### src/rtl/instruction_fetch_unit_pkg.sv
// Shared definitions for the instruction fetch unit.
// Contents: address/instruction widths, opcode field position, the HALT and NOP encodings,
// and the two-state fetch FSM encoding.
package instruction_fetch_unit_pkg;

   localparam int unsigned ADDR_W     = 16;
   localparam int unsigned INSTR_W    = 32;
   localparam int unsigned OPCODE_MSB = 31;
   localparam int unsigned OPCODE_LSB = 29;

   localparam logic [2:0]         OPCODE_HALT = 3'b111;
   localparam logic [INSTR_W-1:0] HALT_WORD   = 32'hE000_0000;
   localparam logic [INSTR_W-1:0] NOP_WORD    = 32'h0000_0000;

   typedef enum logic {
      StRun    = 1'b0,
      StHalted = 1'b1
   } fetch_state_t;

endpackage

### src/rtl/instruction_fetch_unit.sv
// Fetch stage: owns the PC, drives the combinational instruction memory and captures the
// returned word into the IF/ID register. Handles decode stalls, downstream redirects and HALT.
// Ports:
//   clk, rst          clock; synchronous active-high reset
//   inst_address      word address to instruction memory (the PC register itself)
//   inst_data         instruction word returned for inst_address in the same cycle
//   stall             hold PC and IF/ID contents
//   redirect          taken branch/jump; redirect_pc is the new fetch address
//   if_id_instr       registered instruction for decode
//   if_id_pc          registered address of if_id_instr
//   if_id_valid       if_id_instr is a real instruction
//   halted            fetch is stopped after a HALT word
//   fetch_count       instructions delivered to IF/ID, wrapping
module instruction_fetch_unit #(
   parameter logic [15:0] RESET_PC  = 16'h0000,
   parameter logic [31:0] HALT_WORD = instruction_fetch_unit_pkg::HALT_WORD,
   parameter logic [31:0] NOP_WORD  = instruction_fetch_unit_pkg::NOP_WORD
) (
   input  logic        clk,
   input  logic        rst,
   output logic [15:0] inst_address,
   input  logic [31:0] inst_data,
   input  logic        stall,
   input  logic        redirect,
   input  logic [15:0] redirect_pc,
   output logic [31:0] if_id_instr,
   output logic [15:0] if_id_pc,
   output logic        if_id_valid,
   output logic        halted,
   output logic [15:0] fetch_count
);

   import instruction_fetch_unit_pkg::*;

   fetch_state_t       state_q, state_d;
   logic [ADDR_W-1:0]  pc_q, pc_d;
   logic [INSTR_W-1:0] instr_q, instr_d;
   logic [ADDR_W-1:0]  ipc_q, ipc_d;
   logic               valid_q, valid_d;
   logic [ADDR_W-1:0]  count_q, count_d;

   always_comb begin
      state_d = state_q;
      pc_d    = pc_q;
      instr_d = instr_q;
      ipc_d   = ipc_q;
      valid_d = valid_q;
      count_d = count_q;

      if (redirect) begin
         // The word fetched this cycle is wrong-path: squash it, even if it is a HALT.
         pc_d    = redirect_pc;
         instr_d = NOP_WORD;
         valid_d = 1'b0;
         state_d = StRun;
      end else begin
         unique case (state_q)
            StRun: begin
               if (!stall) begin
                  instr_d = inst_data;
                  ipc_d   = pc_q;
                  valid_d = 1'b1;
                  count_d = count_q + 16'd1;
                  if (inst_data == HALT_WORD) begin
                     state_d = StHalted;
                  end else begin
                     pc_d = pc_q + 16'd1;
                  end
               end
            end
            StHalted: begin
               instr_d = NOP_WORD;
               valid_d = 1'b0;
            end
            default: state_d = StRun;
         endcase
      end
   end

   always_ff @(posedge clk) begin
      if (rst) begin
         state_q <= StRun;
         pc_q    <= RESET_PC;
         instr_q <= NOP_WORD;
         ipc_q   <= '0;
         valid_q <= 1'b0;
         count_q <= '0;
      end else begin
         state_q <= state_d;
         pc_q    <= pc_d;
         instr_q <= instr_d;
         ipc_q   <= ipc_d;
         valid_q <= valid_d;
         count_q <= count_d;
      end
   end

   assign inst_address = pc_q;
   assign if_id_instr  = instr_q;
   assign if_id_pc     = ipc_q;
   assign if_id_valid  = valid_q;
   assign halted       = (state_q == StHalted);
   assign fetch_count  = count_q;

endmodule

### config.mk
export PLATFORM = sky130hd
export DESIGN_NAME = instruction_fetch_unit
export DESIGN_NICKNAME = d
export VERILOG_FILES = /design/src/rtl/instruction_fetch_unit_pkg.sv /design/src/rtl/instruction_fetch_unit.sv
export SDC_FILE = /design/constraint.sdc
export NUM_CORES = 1
export LEC_CHECK = 0
export ABC_AREA = 1
export CAP_MARGIN = 30
export CORE_MARGIN = 5
export CORE_UTILIZATION = 45
export CTS_CLUSTER_SIZE = 28
export DETAILED_ROUTE_END_ITERATION = 7
export PLACE_DENSITY = 0.77
export SKIP_LAST_GASP = 1
export SLEW_MARGIN = 10
export SYNTH_ARGS = -nofsm -noshare
export SYNTH_HDL_FRONTEND = slang
export SYNTH_SLANG_ARGS = --single-unit
export TNS_END_PERCENT = 1
### constraint.sdc
create_clock -name clk -period 1.9 [get_ports clk]
set_input_delay 0.19 -clock clk [delete_from_list [all_inputs] [get_ports clk]]
set_output_delay 0.19 -clock clk [all_outputs]
set_load 0.05 [all_outputs]
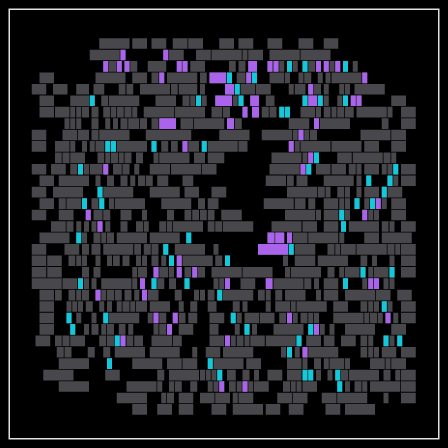
*Gate-type map*
nor cells -> purple  # cells 65
inv cells -> cyan  # cells 64, where all over the die

==> impl_metrics.csv <==
group,metric,value,unit
clocking,clk_transition_reported_paths,0.08,ns
global_routing,grt_util_all_layers,20.4,%
clocking,clock_tree_from_tritoncts,"built",
finish,register_area,1640,um^2
clocking,numClockSinks,82,
min_path,worst_hold_path_type,"in -> reg",
logic_synthesis,ys_seq_elements,82,
logic_synthesis,synthFlopType,"dfxtp_1",
detailed_routing,detail_route.first_pass.iterations,6,
floorplanning,coreArea,8220,um^2
logic_synthesis,postSynthCellCount,566,
logic_synthesis,synth-edff-count,0,
clocking,cts.root.buffer_cell,"clkbuf_8",
finish,flow.area_growth_from_synthesis,44.5,%
placement,gp_congestion,0.852,
detailed_routing,first_iteration_detailed_routing_drc_count,171,
final_timing,report.final.setup_viol,0,
logic_synthesis,floorplan.nets,620,
logic_synthesis,async_flop_share,0,%
global_routing,number_of_global_route_vias_before_repair,3593,
floorplanning,die.size.x,102,um
logic_synthesis,post-synth-top-area-fraction,43.3,%
detailed_routing,drc_errors,0,
logic_synthesis,common_cells,"171 x nand2_1, 82 x dfxtp_1, 70 x a21oi_1",
setup_path,crit_fanout,6,
global_routing,grt_remaining_overflow,0,
logic_synthesis,netlist_area,3790,um^2
finish,logic_area,1820,um^2
clocking,cts-htree-levels,3,
detailed_routing,route.detailed.wl_per_inst,13.1,um
detailed_routing,wl_met2,4910,um
final_timing,clock_period_minus_final_worst_setup_slack,1.85,ns
power_and_ir_drop,power.ir.vdd_worst,0.315,mV
detailed_routing,drt-vias-per-instance,4.88,
final_timing,rsz0062_at_grt,"true",
placement,place.port_buffers,133,
global_routing,largest_net_degree_at_the_start_of_global_routing,35,
detailed_routing,num_vias,3959,
power_and_ir_drop,pd_cells,708,nW/um^2
global_routing,antenna_violations_before_repair,0,
setup_path,worst_path_max_delay_cell,"clkdlybuf4s50_1",
detailed_routing,wl_met1,4710,um
setup_path,worst-path-buf-inv,1,
global_routing,grt_first_pass_wirelength,17100,um
final_timing,slew_headroom,63.5,%
logic_synthesis,synth.avg_cell_area,6.70,um^2
logic_synthesis,netlist_top_cells_area,"dfxtp_1 43%, nand2_1 17%, a21oi_1 9.2%, inv_1 6.0%, nor2_1 5.2%",
final_timing,final_hold_viols,0,
logic_synthesis,synth-area-yosys,3790,um^2
finish,antenna_cells_inserted,0,
setup_path,cp.arrival,1.66,ns
clocking,clock_insertion_delay_at_the_later_pin_of_the_skew_report,0.34,ns
setup_path,setup.worst_path.start_class,"register",
clocking,number_of_cts_inserted_buffers,9,
power_and_ir_drop,static-leakage-power,2.28,nW
floorplanning,floorplan.core_util,46.2,%
setup_path,cpLargestDelayFamily,"buffers and inverters",
logic_synthesis,post_synthesis_cell_type_count,30,
logic_synthesis,yosys.cell_count.top_type,"nand2_1",
logic_synthesis,yosysWarnings,0,
clocking,cts_max_path_buffers,2,
finish,final_nets,756,
finish,post-route-util,66.7,%
logic_synthesis,portion_of_the_post_synthesis_area_used_by_sequential_elements,43.3,%
finish,fraction_of_layout_instances_using_a_drive_strength_above_1,7.08,%
setup_path,ws_path_type,"reg -> out",
setup_path,timing.critical_path.slowest_cell_delay,0.86,ns
finish,fillCellCount,714,
logic_synthesis,synth_area_leader_cell,"dfxtp_1",
final_timing,max_freq,0.541,GHz
detailed_routing,detailroute.wirelength.met3,863,um
run,warning_count,27,
final_timing,final.setup_skew,0.00560,ns
final_timing,setup_tns,0,ns
floorplanning,io-pin-count,134,
floorplanning,height_of_the_die,102,um
clocking,cts_setup_buffers,0,
floorplanning,num_rows,33,
run_status,run_status,"complete, no violations",
setup_path,path_cells,"clkdlybuf4s50_1",
setup_path,worst-endpoint-required,1.71,ns
logic_synthesis,yosysCellCount,566,
floorplanning,chip_area,10400,um^2
final_timing,slew_violations,0,
detailed_routing,routed.top_layer,"met4",
detailed_routing,antenna_violating_nets_post_route,0,
placement,detailed_place_hpwl,8010,um
final_timing,timing.final.crit_share,97.4,%
detailed_routing,route.final.wire_length,10600,um
final_timing,worst_slew_pin_slew,0.546,ns
run,cap_viol_max_count,0,
setup_path,setup.worst_path.end_class,"primary output",
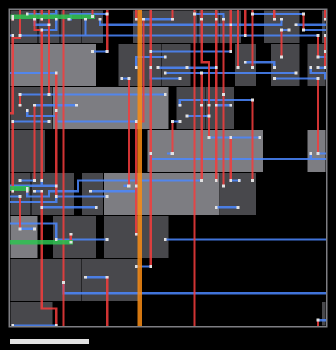
*Layout detail*
Scale bar: 5 um. Window x 41 to 61, y 61 to 81 um. Cells in gray, sequential cells in the stronger gray; small squares are vias.
M4 -> orange
M2 -> red
M3 -> green
M1 -> blue
sequential cells in the window = 4
netlist names of flops here include = fetch_count (4)
cells with their middle in the window = 29
most frequent = dfxtp_1 (4)

[worst register-to-register path, stage by stage, from the launching register on]
cell	delay (ns)
dfxtp_1	0.46
ha_1	0.24
nand3_1	0.15
inv_1	0.15
nand2_1	0.11
inv_1	0.13
nand3_1	0.08
nand2_1	0.06
nor2_1	0.04
a21oi_1	0.11
nor2_1	0.05
[cell families after synthesis]
group	share of synthesized area (%)
XOR/XNOR	0.693
adder cells (fa/ha/maj)	0.660
buffers and inverters	8.94
AND-OR/OR-AND	13.9
flip-flops	43.3
AND/OR/NAND/NOR	32.5
[what timing repair did]
item | CTS | global route
resized | 0 | 1
hold buffers | 0 | 0
endpoints found under the setup margin | 0 | 3
[power by group]
group / internal (W) / switching [W] / leakage (nW)
Clock: 0.000634 / 0.000595 / 0.0962
Sequential: 0.00179 / 0.0000634 / 0.670
Combinational: 0.000313 / 0.000491 / 1.51
Total: 0.00274 / 0.00115 / 2.28
[stage by stage]
step | worst slack, ns | hold slack, ns | area [um^2] | power (W) | instances
2_1_floorplan | 0.0681 | 0.337 | 3790 | 0.00235 | 566
3_3_place_gp | 0.0426 | 0.448 | 5300 | 0.00268 | 796
3_5_place_dp | -0.0428 | 0.452 | 5300 | 0.00269 | 796
4_1_cts | 0.0241 | 0.417 | 5480 | 0.00391 | 811
5_1_grt | -0.00327 | 0.412 | 5480 | 0.00406 | 811
6_report | 0.0503 | 0.424 | 5480 | 0.00388 | 811
[area by class of cell]
class	instances	area share [%]
clock buffer	12	2.65
clock inverter	3	0.730
inverter	64	4.38
multi-input combinational	397	33.1
sequential	82	29.9
tap	105	2.40
timing repair buffer	148	26.8
[path summary, 6_finish.rpt]
check                     endpoint             start  slack (ns)  cells after the start
hold / removal      if_id_instr[3]      inst_data[3]        0.42                      3
setup reg to reg  inst_address[14]   inst_address[0]        0.23                     10
setup / recovery  inst_address[11]  inst_address[11]        0.05                      1
hold reg to reg    if_id_instr[27]   if_id_instr[27]        0.46                      2
[placed cells by master (no fill, tap or decap), types with 4 or more instances in the layout]
master,netlist,routed
clkdlybuf4s50_1,0,131
or2_2,4,4
clkbuf_8,0,10
dfxtp_1,82,82
inv_1,61,61
o21ai_0,29,29
a31oi_1,4,4
nand2_1,171,171
buf_4,1,14
nor2_1,53,52
nor3_1,4,4
a21oi_1,70,70
nand3_1,36,36
nor2_2,3,4
[metal layers]
metal	up-vias	track usage [%]
met5	-	0
met4	0	6.66
met3	11	4.30
met2	155	33.8
met1	1727	26.6
li1	2066	-
[sequential cells by signal, summed over array words and instances, names as in the netlist]
signal,flops
if_id_valid,1
if_id_instr,32
inst_address,16
fetch_count,16
halted,1
if_id_pc,16
Power is estimated from default activity; no workload was simulated.
